Figure 1. M1 wires (run 1).
Supply wires on this layer in grey.
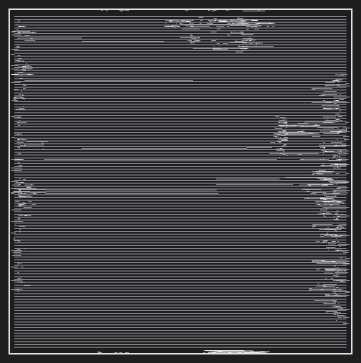
Figure 2. Signal wires on met2 (run 1).
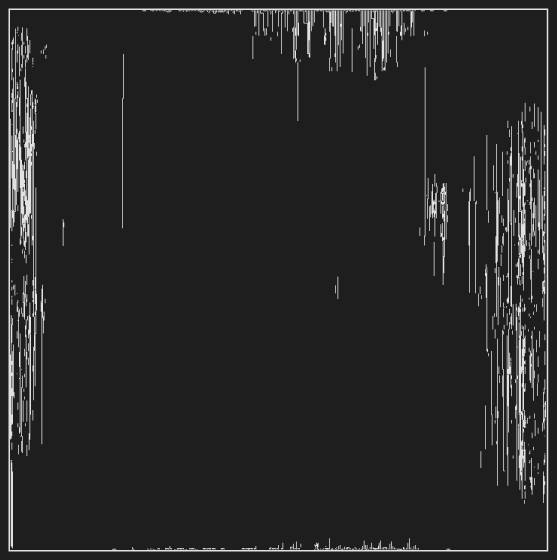
Figure 3. Signal wires on met3 (run 1).
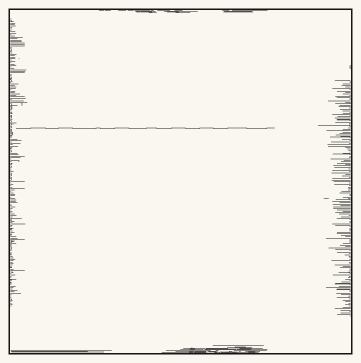
Figure 4. Metal 4 (run 1).
The bar under the picture is 100 um long. Supply wires on this layer in grey.
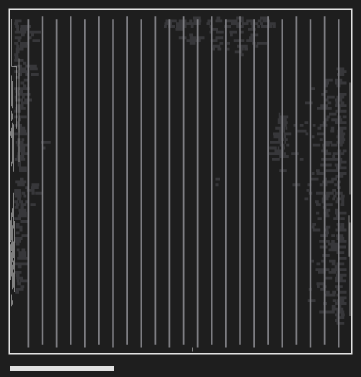
Design pmem_arbiter_flat, sky130hd; sources not shown.
==> results_dict.tcl, run 1 <==
# flow metrics
set metrics [dict create \
    largest_register_ffs 2 \
    violations "negative setup slack" \
    ant_nets 0 \
    overflow 0 \
    netlist_area_um2 3302 \
    clk_path_buf_depth 2 \
    fp_util_pct 3.245 \
    drive_above_1_share_pct 63.58 \
    yosys-stat-area_um2 3302 \
    power.density_nw_per_um2 1444 \
    die_h_um 330 \
    final-max-slew-violation-count 0 \
    synth_flops 3 \
    wl_met3_um 3545 \
    yosys_warnings 0 \
    synthCells 465 \
    highest-signal-layer "met5" \
    period_minus_slack_ps 2012 \
    ys_types 23 \
    layout.area.comb_um2 1556 \
    hold_viol_final 0 \
    status "finished with violations" \
    fill_cells 11830 \
    fin_util_pct 8.248 \
    report.final.setup_viol 1 \
    core_area_um2 101700 \
    antenna_found_initial 2 \
    worstPathArrival_ps 1610 \
    cap_viol_max_count 0 \
    grt_max_degree 23 \
    drcViolationCount 0 \
    tightest_slew_ps 331.4 \
    setup_slack_ps -12.46 \
    holdPathStages 1 \
    finClkSkew_ps 0.1586 \
]
About Figure 1:
main direction	horizontal
share of all routed wire	29%
wire length on this layer	5820 um
met1 Track Usage GR: 2.696%
DRT Wirelength: 19890 um
routed vias: 3065

About Figure 2:
nets with wire on the layer	726
wire length on this layer	9550 um
share of all routed wire	48%
main direction	vertical
longest straight run	120 um
M2 GR Usage: 5.698%

About Figure 3:
nets with wire on the layer	339
share of all routed wire	18%
main direction	horizontal
met3 global-route usage: 2.563%

About Figure 4:
longest straight run	107 um
wire length on this layer	956 um

-- run 1: where the power goes --
part	total (uW)	internal [uW]	switching [uW]	leakage (uW)
logic	11700	4490	7180	0.00271
registers	133	97.6	35.8	0.0000262
clock network	314	263	51.5	0.0000382
-- run 1: metal layers --
| layer | vias to the layer above | global-route usage [%] |
|---|---|---|
| li1 | 1306 | - |
| met1 | 1290 | 2.696 |
| met2 | 398 | 5.698 |
| met3 | 69 | 2.563 |
| met4 | 2 | 1.786 |
| met5 | - | 0.1331 |
-- run 1: worst max-delay path, stage by stage, from the launching register on --
cell and delay (ps):
dfxtp_4 370, inv_6 50, ha_4 200, buf_12 150
clkbuf_16 150, a22oi_2 210, nor2b_4 70, buf_12 170
-- run 1: kinds of logic after synthesis --
family                   Yosys count  synth area share, %
adder cells (fa/ha/maj)            4                1.516
AND-OR/OR-AND                     25                5.797
multiplexers                       1               0.3032
flip-flops                         3                1.819
buffers and inverters            278                60.97
AND/OR/NAND/NOR                  154                29.59
-- run 1: cell usage after synthesis (all sizes together) --
cell | count | area share (%)
a21oi | 2 | 0.42
a22oi | 17 | 3.9
a311o | 1 | 0.30
a221o | 1 | 0.30
dfxtp | 3 | 1.8
clkbuf | 15 | 1.8
or2 | 1 | 0.19
nand2 | 1 | 0.11
nor2b | 19 | 3.6
a221oi | 1 | 0.45
nor4b | 1 | 0.72
nand3 | 1 | 0.15
ha | 4 | 1.5
inv | 2 | 0.23
buf | 261 | 59
mux2i | 1 | 0.30
and2 | 131 | 25
o21ai | 3 | 0.45
-- run 1: stage by stage --
| stage | setup WS [ps] | cell area (um2) | instances | hold slack [ps] |
|---|---|---|---|---|
| detailed placement | -8.893 | 8011 | 1886 | 500.9 |
| CTS | -45.04 | 8273 | 1894 | 517.7 |
| global route | -87.49 | 8392 | 1900 | 551.9 |
| global placement | -6.564 | 8011 | 1886 | 515.9 |
| finish | -12.46 | 8392 | 1900 | 518.8 |
| floorplan | -297.6 | 3508 | 465 | 464.2 |
-- run 1: final cells by class --
| class | instances | share of cell area, % |
|---|---|---|
| Timing Repair Buffer | 337 | 59.10 |
| Tap cell | 1368 | 20.40 |
| Multi-Input combinational cell | 184 | 18.55 |
| Clock buffer | 4 | 0.9393 |
| Sequential cell | 3 | 0.8051 |
| Inverter | 2 | 0.1491 |
| Antenna cell | 2 | 0.05964 |
-- run 1: repair_timing --
| action | CTS | global route |
|---|---|---|
| hold endpoints to repair | 0 | 0 |
| cloned | 2 | 2 |
| buffers inserted | 2 | 3 |
| pin swaps | 1 | 2 |
| hold buffers | 0 | 0 |
| setup endpoints to repair | 90 | 125 |
| gates resized | 26 | 44 |
Figure 5. Clock routing (run 1).
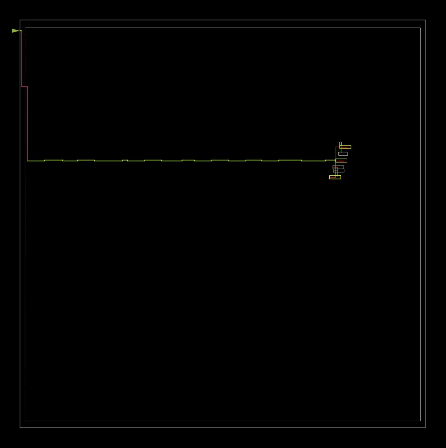

==> run 1 -> run 2 <==
clock period = 1.9 ns   (was 2 ns; I/O delays follow)
Figure 6. Clock routing (run 2).
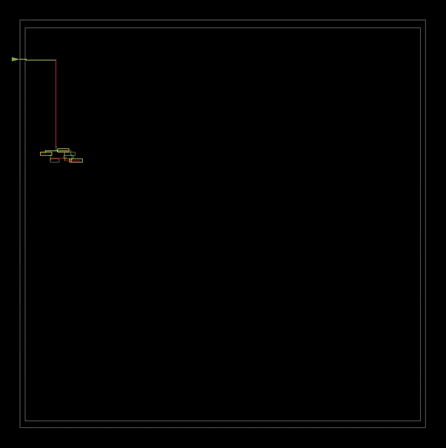
Seq cells: 3
clkbuf count: 4
insertion delay at the late pin of the worst-skew pair: 220 ps

Figure 7. Signal wires on met2 (run 2).
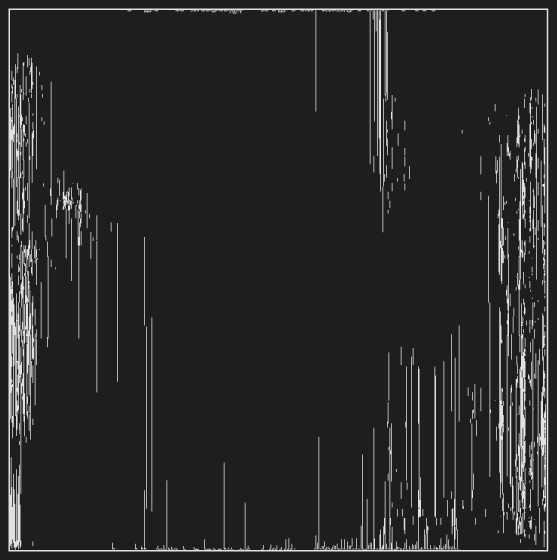
wire length on this layer	12000 um
share of all routed wire	43%
longest straight run	118 um
nets with wire on the layer	760
M2 GR Usage: 7.873%
DRT Wirelength: 28230 um
routed vias: 3218

==> run 2 against run 1 <==
Net effect:
- the flow still finishes with violations (negative setup slack)
- die size stayed put
- cell area is 3.7% higher
- sequential power hardly changed
- non-clock buffer count is 5 higher
- utilization is 0.30 points higher
- critical path depth stayed put
- flip-flop count stayed put
- combinational power is about 10% higher
==> results_dict.tcl, run 2 <==
# flow metrics
set metrics [dict create \
    xor_share_pct 0 \
    ctsHoldBuffers 0 \
    synth_top_area_share_pct 58.20 \
    tightest_slew_ps 303.5 \
    yosysMostFrequentCell "buf_4" \
    synth-edff-count 0 \
    power.density_nw_per_um2 1576 \
    status "finished with violations" \
    largest_register_ffs 2 \
    ys_types 23 \
    worstPathArrival_ps 1610 \
    die_h_um 330 \
    fp_util_pct 3.245 \
    netlist_area_um2 3302 \
    synth_flops 3 \
    violations "negative setup slack" \
    antenna_found_initial 16 \
    ant_nets 0 \
    setup_slack_ps -85.59 \
    core_area_um2 101700 \
    ys_sh_aoi_pct 5.798 \
    common_cells "buf_4 (256), and2_1 (131), nor2b_1 (19)" \
    drive_above_1_share_pct 66.17 \
    synthAdderAreaFrac_pct 1.516 \
    cap_viol_max_count 0 \
    hold_viol_final 0 \
    grt_max_degree 26 \
    place_inst 1889 \
    drcViolationCount 0 \
    report.final.setup_viol 70 \
    stdcell_count 1909 \
    yosys-stat-area_um2 3302 \
    yosys_warnings 0 \
    final-max-slew-violation-count 0 \
    synthCells 465 \
    ff_type "dfxtp_1" \
    finClkSkew_ps 1.708 \
    async_flop_share_pct 0 \
    clk_path_buf_depth 2 \
]
## run 2: timing repair
item	4_1_cts	5_1_grt
resized	107	30
gates cloned	5	1
pin swaps	13	2
buffers inserted	5	1
endpoints found under the setup margin	120	137
## run 2: cell type report
class,count,area [um2],share of cell area [%]
diodes,6,15.01,0.1725
clock buffers,4,78.83,0.9058
inverters,2,15.01,0.1725
multi-input cells,184,1743,20.03
flip-flops and latches,3,65.06,0.7477
well taps,1368,1712,19.67
repair buffers,342,5074,58.30
## run 2: critical path, stage by stage, from the launching register on
cell     delay [ps]
dfxtp_2         330
buf_4           140
ha_4            170
buf_12          130
buf_16          150
a22oi_2         190
nor2b_4          80
buf_12          170
## run 2: per-stage QoR
stage	setup WS, ps	utilization [%]	instance area, um2
after floorplan	-19.66	-	3605
after global placement	-39.01	7.968	8107
after detailed placement	-47.11	7.968	8107
after CTS	-122.3	8.520	8668
after global routing	-137.0	8.543	8692
final	-85.59	8.553	8702
## run 2: power by group
group	internal, uW	total [uW]	switching [uW]
clock network	277	335	57.6
registers	98.7	136	37.7
logic	5250	13200	7990
total	5630	13700	8090
## run 2: logic make-up (layout without fill, tap and decap cells)
group	Yosys count	after routing
AOI/OAI and AO/OA	25	25
adders and majority gates	4	4
buffers and inverters	278	348
DFF	3	3
muxes	1	1
other	0	6
and+or+nand+nor	154	154
## run 2: per-layer routing
| layer | vias up | global-route usage [%] | part of all wire, % |
|---|---|---|---|
| li1 | 1324 | - | - |
| met1 | 1343 | 4.653 | 34 |
| met2 | 451 | 7.873 | 43 |
| met3 | 80 | 3.895 | 19 |
| met4 | 20 | 1.690 | 3.6 |
| met5 | - | 0.6211 | 0.77 |
No activity file was given, so power comes from the tool's default toggle rates.
